Fig. 1: floorplan with the power grid
The bar under the picture is 50 um long. Pins as bars on the die edge. Tap cells in gray.
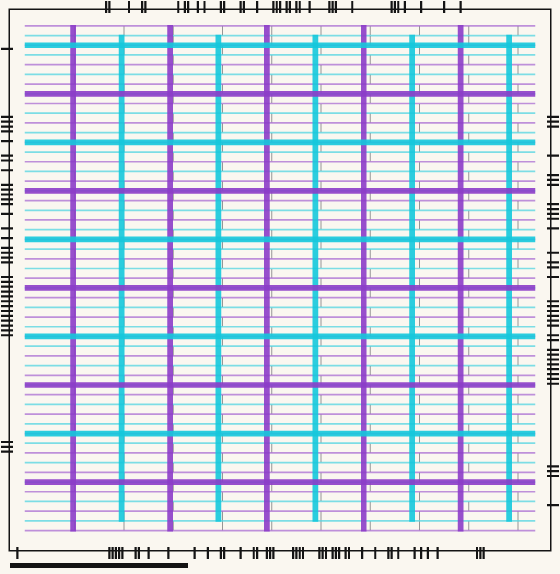
Fig. 2: sequential cells colored by netlist name
The bar under the picture is 50 um long. Other sequential cells in the stronger gray, the rest of the logic in the fainter gray.
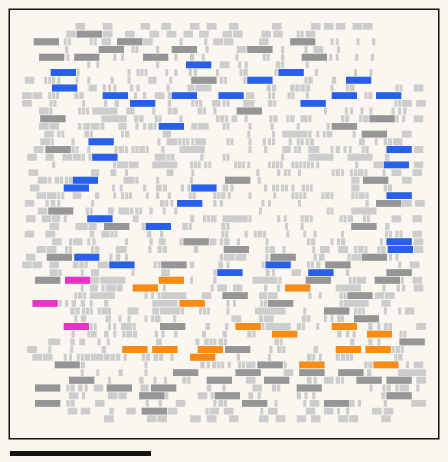
--- config.mk ---
export PLATFORM = sky130hd
export DESIGN_NAME = fetch_sequencer_flat
export DESIGN_NICKNAME = d
export VERILOG_FILES = /design/src/rtl/fetch_sequencer_if.sv /design/src/rtl/fetch_sequencer.sv /design/src/flat_wrapper.sv
export SDC_FILE = /design/constraint.sdc
export NUM_CORES = 1
export LEC_CHECK = 0
export ABC_AREA = 1
export CAP_MARGIN = 25
export CELL_PAD_IN_SITES_DETAIL_PLACEMENT = 0
export CELL_PAD_IN_SITES_GLOBAL_PLACEMENT = 2
export CORE_MARGIN = 4
export CORE_UTILIZATION = 30
export DETAILED_ROUTE_END_ITERATION = 10
export GPL_TIMING_DRIVEN = 0
export MAX_ROUTING_LAYER = met4
export PLACE_DENSITY_LB_ADDON = 0.1
export SLEW_MARGIN = 30
export SYNTH_ARGS = -nofsm -noshare
export SYNTH_HDL_FRONTEND = slang
export SYNTH_SLANG_ARGS = --single-unit
--- constraint.sdc ---
create_clock -name clk -period 5.1 [get_ports clk]
set_clock_uncertainty 0.15 [all_clocks]
set_input_delay 1.02 -clock clk [delete_from_list [all_inputs] [get_ports clk]]
set_output_delay 1.02 -clock clk [all_outputs]
set_load 0.05 [all_outputs]
--- src/rtl/fetch_sequencer_if.sv ---
// Fetch/IF-ID bundle between the fetch sequencer, instruction memory and decode.
// The sequencer takes the master side; memory, decode and redirect logic sit on the slave side.
interface fetch_sequencer_if #(
  parameter int PC_W = 32
);
  logic [PC_W-1:0] imem_addr;
  logic [15:0]     imem_data;
  logic            stall;
  logic            branch_taken;
  logic [PC_W-1:0] branch_target;
  logic            intr;
  logic [15:0]     if_instr;
  logic [15:0]     if_imm;
  logic [PC_W-1:0] if_pc;
  logic            if_valid;
  logic            seq_busy;

  modport master (
    output imem_addr,
    input  imem_data,
    input  stall,
    input  branch_taken,
    input  branch_target,
    input  intr,
    output if_instr,
    output if_imm,
    output if_pc,
    output if_valid,
    output seq_busy
  );

  modport slave (
    input  imem_addr,
    output imem_data,
    output stall,
    output branch_taken,
    output branch_target,
    output intr,
    input  if_instr,
    input  if_imm,
    input  if_pc,
    input  if_valid,
    input  seq_busy
  );
endinterface

--- src/rtl/fetch_sequencer.sv ---
// Fetch stage: owns the PC, fills IF/ID, expands CALL/RET/RTI/interrupt into micro-ops and joins LDM words.
// Interrupt entry exists only when INTR_SEQ_EN is defined; otherwise intr is ignored.
module fetch_sequencer #(
  parameter int              PC_W       = 32,
  parameter logic [PC_W-1:0] RESET_PC   = '0,
  parameter logic [PC_W-1:0] INT_VECTOR = PC_W'(2)
) (
  input  logic              clk,
  input  logic              rst_n,
  fetch_sequencer_if.master bus
);

  localparam logic [2:0] ST_FETCH = 3'd0;
  localparam logic [2:0] ST_IMM   = 3'd1;
  localparam logic [2:0] ST_SEQ1  = 3'd2;
  localparam logic [2:0] ST_SEQ2  = 3'd3;
  localparam logic [2:0] ST_WAIT  = 3'd4;

  localparam logic [4:0] OP_LDM        = 5'b11010;
  localparam logic [4:0] OP_CALL       = 5'b01101;
  localparam logic [4:0] OP_RET        = 5'b01110;
  localparam logic [4:0] OP_RTI        = 5'b01111;
  localparam logic [4:0] OP_PUSH_PC    = 5'b11111;
  localparam logic [4:0] OP_PUSH_FLAGS = 5'b11110;
  localparam logic [4:0] OP_POP_PC     = 5'b11100;
  localparam logic [4:0] OP_POP_FLAGS  = 5'b11101;
  localparam logic [4:0] OP_JMP_CALL   = 5'b11011;

  logic [2:0]      state_q, state_d;
  logic [PC_W-1:0] pc_q, pc_d;
  logic [PC_W-1:0] ifpc_q, ifpc_d;
  logic [15:0]     hold_q, hold_d;
  logic [15:0]     instr_q, instr_d;
  logic [15:0]     imm_q, imm_d;
  logic            valid_q, valid_d;
  logic            pend_q, pend_d;
  logic [PC_W-1:0] pc_inc;
  logic [4:0]      opc;
  logic [10:0]     low;
  logic            service;

  assign pc_inc  = pc_q + PC_W'(1);
  assign opc     = bus.imem_data[15:11];
  assign low     = bus.imem_data[10:0];
  assign service = (state_q == ST_FETCH) && pend_q && !bus.stall && !bus.branch_taken;

`ifdef INTR_SEQ_EN
  logic intr_q;
  logic intr_rise;

  assign intr_rise = bus.intr & ~intr_q;
  // A new edge arriving in the same cycle the old request is serviced must not be lost.
  assign pend_d    = (pend_q & ~service) | intr_rise;

  always_ff @(posedge clk or negedge rst_n) begin
    if (!rst_n) intr_q <= 1'b0;
    else        intr_q <= bus.intr;
  end
`else
  logic unused_intr;
  assign unused_intr = bus.intr;
  assign pend_d      = 1'b0;
`endif

  always_comb begin
    state_d = state_q;
    pc_d    = pc_q;
    ifpc_d  = ifpc_q;
    hold_d  = hold_q;
    instr_d = instr_q;
    imm_d   = imm_q;
    valid_d = valid_q;
    if (!bus.stall) begin
      if (bus.branch_taken) begin
        pc_d    = bus.branch_target;
        instr_d = '0;
        imm_d   = '0;
        valid_d = 1'b0;
        state_d = ST_FETCH;
      end else begin
        imm_d   = '0;
        valid_d = 1'b1;
        case (state_q)
          ST_FETCH: begin
            if (service) begin
              // Interrupt entry: the fetched word is dropped and PC stays as the return address.
              instr_d = {OP_PUSH_PC, 11'd0};
              ifpc_d  = pc_q;
              hold_d  = {OP_PUSH_FLAGS, 11'd0};
              state_d = ST_SEQ2;
            end else begin
              case (opc)
                OP_LDM: begin
                  hold_d  = bus.imem_data;
                  pc_d    = pc_inc;
                  instr_d = '0;
                  valid_d = 1'b0;
                  state_d = ST_IMM;
                end
                OP_CALL: begin
                  instr_d = {OP_PUSH_PC, low};
                  ifpc_d  = pc_inc;
                  hold_d  = {OP_JMP_CALL, low};
                  state_d = ST_SEQ1;
                end
                OP_RET: begin
                  instr_d = {OP_POP_PC, low};
                  ifpc_d  = pc_inc;
                  state_d = ST_WAIT;
                end
                OP_RTI: begin
                  instr_d = {OP_POP_FLAGS, low};
                  ifpc_d  = pc_inc;
                  hold_d  = {OP_POP_PC, low};
                  state_d = ST_SEQ1;
                end
                default: begin
                  instr_d = bus.imem_data;
                  ifpc_d  = pc_inc;
                  pc_d    = pc_inc;
                end
              endcase
            end
          end
          ST_IMM: begin
            instr_d = hold_q;
            imm_d   = bus.imem_data;
            ifpc_d  = pc_inc;
            pc_d    = pc_inc;
            state_d = ST_FETCH;
          end
          ST_SEQ1: begin
            instr_d = hold_q;
            state_d = ST_WAIT;
          end
          ST_SEQ2: begin
            instr_d = hold_q;
            pc_d    = INT_VECTOR;
            state_d = ST_FETCH;
          end
          ST_WAIT: begin
            instr_d = '0;
            valid_d = 1'b0;
          end
          default: begin
            instr_d = '0;
            valid_d = 1'b0;
            state_d = ST_FETCH;
          end
        endcase
      end
    end
  end

  always_ff @(posedge clk or negedge rst_n) begin
    if (!rst_n) begin
      state_q <= ST_FETCH;
      pc_q    <= RESET_PC;
      ifpc_q  <= '0;
      hold_q  <= '0;
      instr_q <= '0;
      imm_q   <= '0;
      valid_q <= 1'b0;
      pend_q  <= 1'b0;
    end else begin
      state_q <= state_d;
      pc_q    <= pc_d;
      ifpc_q  <= ifpc_d;
      hold_q  <= hold_d;
      instr_q <= instr_d;
      imm_q   <= imm_d;
      valid_q <= valid_d;
      pend_q  <= pend_d;
    end
  end

  assign bus.imem_addr = pc_q;
  assign bus.if_instr  = instr_q;
  assign bus.if_imm    = imm_q;
  assign bus.if_pc     = ifpc_q;
  assign bus.if_valid  = valid_q;
  assign bus.seq_busy  = (state_q != ST_FETCH);

endmodule

--- src/flat_wrapper.sv ---
// flat-port wrapper written by rule: the top's interface ports become plain ports
module fetch_sequencer_flat 
#(
  parameter int              PC_W       = 32,
  parameter logic [PC_W-1:0] RESET_PC   = '0,
  parameter logic [PC_W-1:0] INT_VECTOR = PC_W'(2)
)
  (clk, rst_n, bus_imem_addr, bus_imem_data, bus_stall, bus_branch_taken, bus_branch_target, bus_intr, bus_if_instr, bus_if_imm, bus_if_pc, bus_if_valid, bus_seq_busy);
  fetch_sequencer_if #(.PC_W(PC_W)) bus_i ();
  input  logic clk;
  input  logic rst_n;
  output wire logic [$bits(bus_i.imem_addr)-1:0] bus_imem_addr;
  input wire logic [$bits(bus_i.imem_data)-1:0] bus_imem_data;
  input wire logic [$bits(bus_i.stall)-1:0] bus_stall;
  input wire logic [$bits(bus_i.branch_taken)-1:0] bus_branch_taken;
  input wire logic [$bits(bus_i.branch_target)-1:0] bus_branch_target;
  input wire logic [$bits(bus_i.intr)-1:0] bus_intr;
  output wire logic [$bits(bus_i.if_instr)-1:0] bus_if_instr;
  output wire logic [$bits(bus_i.if_imm)-1:0] bus_if_imm;
  output wire logic [$bits(bus_i.if_pc)-1:0] bus_if_pc;
  output wire logic [$bits(bus_i.if_valid)-1:0] bus_if_valid;
  output wire logic [$bits(bus_i.seq_busy)-1:0] bus_seq_busy;
  assign bus_imem_addr = bus_i.imem_addr;
  assign bus_i.imem_data = bus_imem_data;
  assign bus_i.stall = bus_stall;
  assign bus_i.branch_taken = bus_branch_taken;
  assign bus_i.branch_target = bus_branch_target;
  assign bus_i.intr = bus_intr;
  assign bus_if_instr = bus_i.if_instr;
  assign bus_if_imm = bus_i.if_imm;
  assign bus_if_pc = bus_i.if_pc;
  assign bus_if_valid = bus_i.if_valid;
  assign bus_seq_busy = bus_i.seq_busy;
  fetch_sequencer #(.PC_W(PC_W), .RESET_PC(RESET_PC), .INT_VECTOR(INT_VECTOR)) u_core (.clk(clk), .rst_n(rst_n), .bus(bus_i));
endmodule
==> impl_metrics.tcl <==
# flow metrics
set metrics [dict create \
    comb_area_sq_um 2790 \
    htree_levels 4 \
    critical_path_arrival_ns 1.89 \
    layout_top_cells "353 x nand2_1, 146 x clkdlybuf4s50_1, 116 x dfrtp_1, 95 x nor2_1, 69 x inv_1" \
    utilization_pct 42.4 \
    clock_area_share_pct 6.72 \
    numSynthFlops 116 \
    avgSynthCellArea_sq_um 7.28 \
    outcome "complete, no violations" \
    ys_area_sq_um 6160 \
    slew_violations 0 \
    drv_cap 0 \
    stdcell_area_sq_um 8580 \
    path_class "reg2out" \
    synth_stat.cells 847 \
    grt_overflow_total 0 \
    warnings 27 \
    cts_tree "done" \
    maxUsedRoutingLayer "met4" \
    clk_pin_slew_ns 0.06 \
]
About Fig. 1:
VSS -> purple
VDD -> cyan
rows = 52
met5 straps = 10
Worst IR Drop VDD: 0.193 mV
Core Area: 20200 sq um
DIE WIDTH: 151 um
Die Ht: 151 um

About Fig. 2:
u_core.hold_q -> orange  # sequential cells 16
u_core.state_q -> magenta  # sequential cells 3
u_core.bus.imem_addr -> blue  # sequential cells 32
not colored = 65

cell usage after synthesis (all sizes together):
library cell	count	area, sq um
nand2	363	1400
dfrtp	116	2900
nor2	106	464
inv	77	292
o21ai	60	315
nand3	40	205
buf	20	150
a21oi	19	103
a31oi	14	87.6
clkbuf	8	31.3
xnor2	6	52.6
nand4	4	31.3
xor2	4	42.6
a22o	2	17.5
o21bai	2	15.0
o22ai	2	12.5
a21boi	1	7.51
ha	1	12.5
nor3	1	5.00
o211ai	1	12.5
through the flow:
| stage | power (W) | setup slack, ns |
|---|---|---|
| after floorplan | 0.00205 | 2.83 |
| after global placement | 0.00254 | -2.21 |
| after detailed placement | 0.00255 | 2.17 |
| after CTS | 0.00375 | 2.00 |
| after global routing | 0.00389 | 1.93 |
| final | 0.00370 | 2.04 |
power by group:
group | switching, W | internal [W] | total, W
Sequential | 0.000156 | 0.00109 | 0.00124
Combinational | 0.000857 | 0.000421 | 0.00128
Clock | 0.000497 | 0.000684 | 0.00118
worst min-delay path, cell delays in order (launching register included):
cell     delay [ns]
dfrtp_1        0.32
inv_1          0.05
nand2_1        0.05
path summary, 6_finish.rpt:
| kind | endpoint | startpoint | cells past startpoint | slack [ns] |
|---|---|---|---|---|
| min | u_core.hold_q[15] | u_core.hold_q[15] | 2 | 0.31 |
| max | bus_seq_busy | u_core.state_q[1] | 3 | 2.04 |
| max reg2reg | u_core.bus.imem_addr[10] | u_core.bus.imem_addr[0] | 9 | 3.02 |
| min in group asynchronous | u_core.bus.if_imm[4] | rst_n | 1 | 0.34 |
| min reg2reg | u_core.hold_q[15] | u_core.hold_q[15] | 2 | 0.31 |
| max in group asynchronous | u_core.bus.imem_addr[2] | rst_n | 2 | 3.76 |
Power figures rest on the tool's default switching activity, not on a simulated workload.
